Design counter_n, sky130hd; sources not shown.
The clock network:
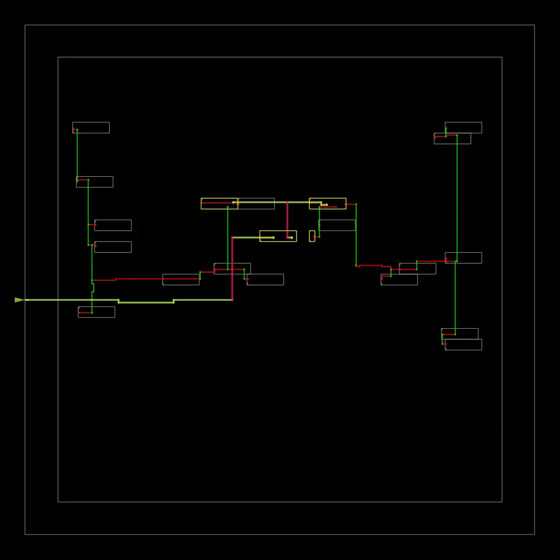
CTS buffer count: 3
final-layout clock buffer total: 4
Clock Power: 189 uW
later-pin clock latency in the skew report: 260 ps

M4 wires:
Scale bar: 50 um.
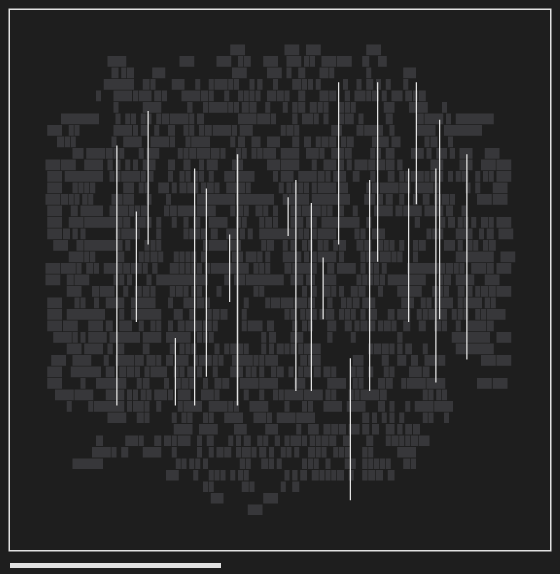
share of all routed wire: 4.4%
main direction: vertical
longest straight run: 61.2 um
detailed-route wire length: 18.2 mm
vias after detailed routing: 6256

==> run summary <==
The full implementation flow was run.

Setup repair after global routing left no endpoint under its margin. The number of cells in the design after placement stands at 1188. The final worst slack stands at 486 ps. The mapped cell area stands at 5620 um^2.

The number of nets with antenna violations after routing stands at 0. The critical path's slowest stage uses the library cell sky130_fd_sc_hd__clkdlybuf4s50_1. The final non-filler cell area stands at 6440 um^2. The pin count of the biggest net entering global routing stands at 34.

The post-CTS setup buffer count stands at 0. Tap insertion was completed with 172 tapcells. TritonCTS built the clock tree. The floorplan step defined a core boundary enclosing 12400 um^2. The final hold violation count recorded for this run is 0. The delay contributed by the slowest stage of the critical path stands at 530 ps.

The path class of the tightest hold or removal check is input pin to asynchronous set/reset pin. Input and output buffers added on the ports amount to 60. The tool warning count stands at 31.

Hold timing on the final database bottoms out at a slack of 433 ps. Post-CTS repair changed the size of 0 cells. The max-slew violation total from the final report stands at 0. The share of final layout cell area taken by non-clock buffers stands at 0.101.

The flow ran to the end, and the final reports show no timing, DRC or antenna violations. After technology mapping, the gate count stands at 972. Compared with the post-synthesis result, the final layout area differs by 14.6%.

For reference, the post-synthesis area per instance comes to 5.78 um^2. During synthesis, Yosys emitted a total of 0 warnings. The register with the most flip-flops in the layout has 16 of them.

The register share after synthesis stands at 0.0757. Synthesis instantiated 41 different standard cells from the library. In the setup report, the worst path falls into the class input pin to register. Among all flip-flop cells after synthesis, the most frequent one is sky130_fd_sc_hd__dfrtp_1.

The design has 17 sequential cells. The final report lists a non-filler cell total of 1193. The post-cts hold buffer count stands at 0. The placer's final routability congestion estimate stands at 0.937. The peak supply drop stands at 0.150 mV. The fraction of registers with async set/reset stands at 1.00.
## cells by family after synthesis
family,synth area share
AND-OR/OR-AND,0.132
XOR/XNOR,0.0748
adder cells (fa/ha/maj),0.210
buffers and inverters,0.146
flip-flops,0.0757
AND/OR/NAND/NOR,0.362
## layer usage
layer,share of wire,GRT usage,vias to the layer above
met2,0.45,0.369,237
met3,0.069,0.0316,44
met1,0.44,0.284,2776
met4,0.044,0.0965,0
li1,-,-,3199
met5,0,0,-
## cell usage in the layout (no fill, tap or decap), types with 2 or more instances in the layout
cell and n:
sky130_fd_sc_hd__nand2_1 289, sky130_fd_sc_hd__inv_1 176, sky130_fd_sc_hd__ha_1 83, sky130_fd_sc_hd__nand3_1 76, sky130_fd_sc_hd__nor2_1 68, sky130_fd_sc_hd__clkdlybuf4s50_1 60
sky130_fd_sc_hd__a21oi_1 49, sky130_fd_sc_hd__o21ai_0 45, sky130_fd_sc_hd__xor2_1 32, sky130_fd_sc_hd__dfrtp_1 17, sky130_fd_sc_hd__nand4_1 16, sky130_fd_sc_hd__xnor2_1 16
sky130_fd_sc_hd__o31ai_1 14, sky130_fd_sc_hd__nor3_1 11, sky130_fd_sc_hd__inv_2 7, sky130_fd_sc_hd__fa_1 7, sky130_fd_sc_hd__o21bai_1 6, sky130_fd_sc_hd__o21ai_1 6
sky130_fd_sc_hd__nand2_2 5, sky130_fd_sc_hd__buf_4 5, sky130_fd_sc_hd__nand3b_1 4, sky130_fd_sc_hd__a21o_1 3, sky130_fd_sc_hd__or2_2 3, sky130_fd_sc_hd__clkbuf_16 3
sky130_fd_sc_hd__nor4_1 2, sky130_fd_sc_hd__a21oi_2 2
## power by group
group / switching [uW] / internal, uW / total (uW)
logic: 874 / 523 / 1400
registers: 56.7 / 170 / 226
clock network: 69.6 / 119 / 189
total: 1000 / 812 / 1810
Power and IR drop assume default switching activity.
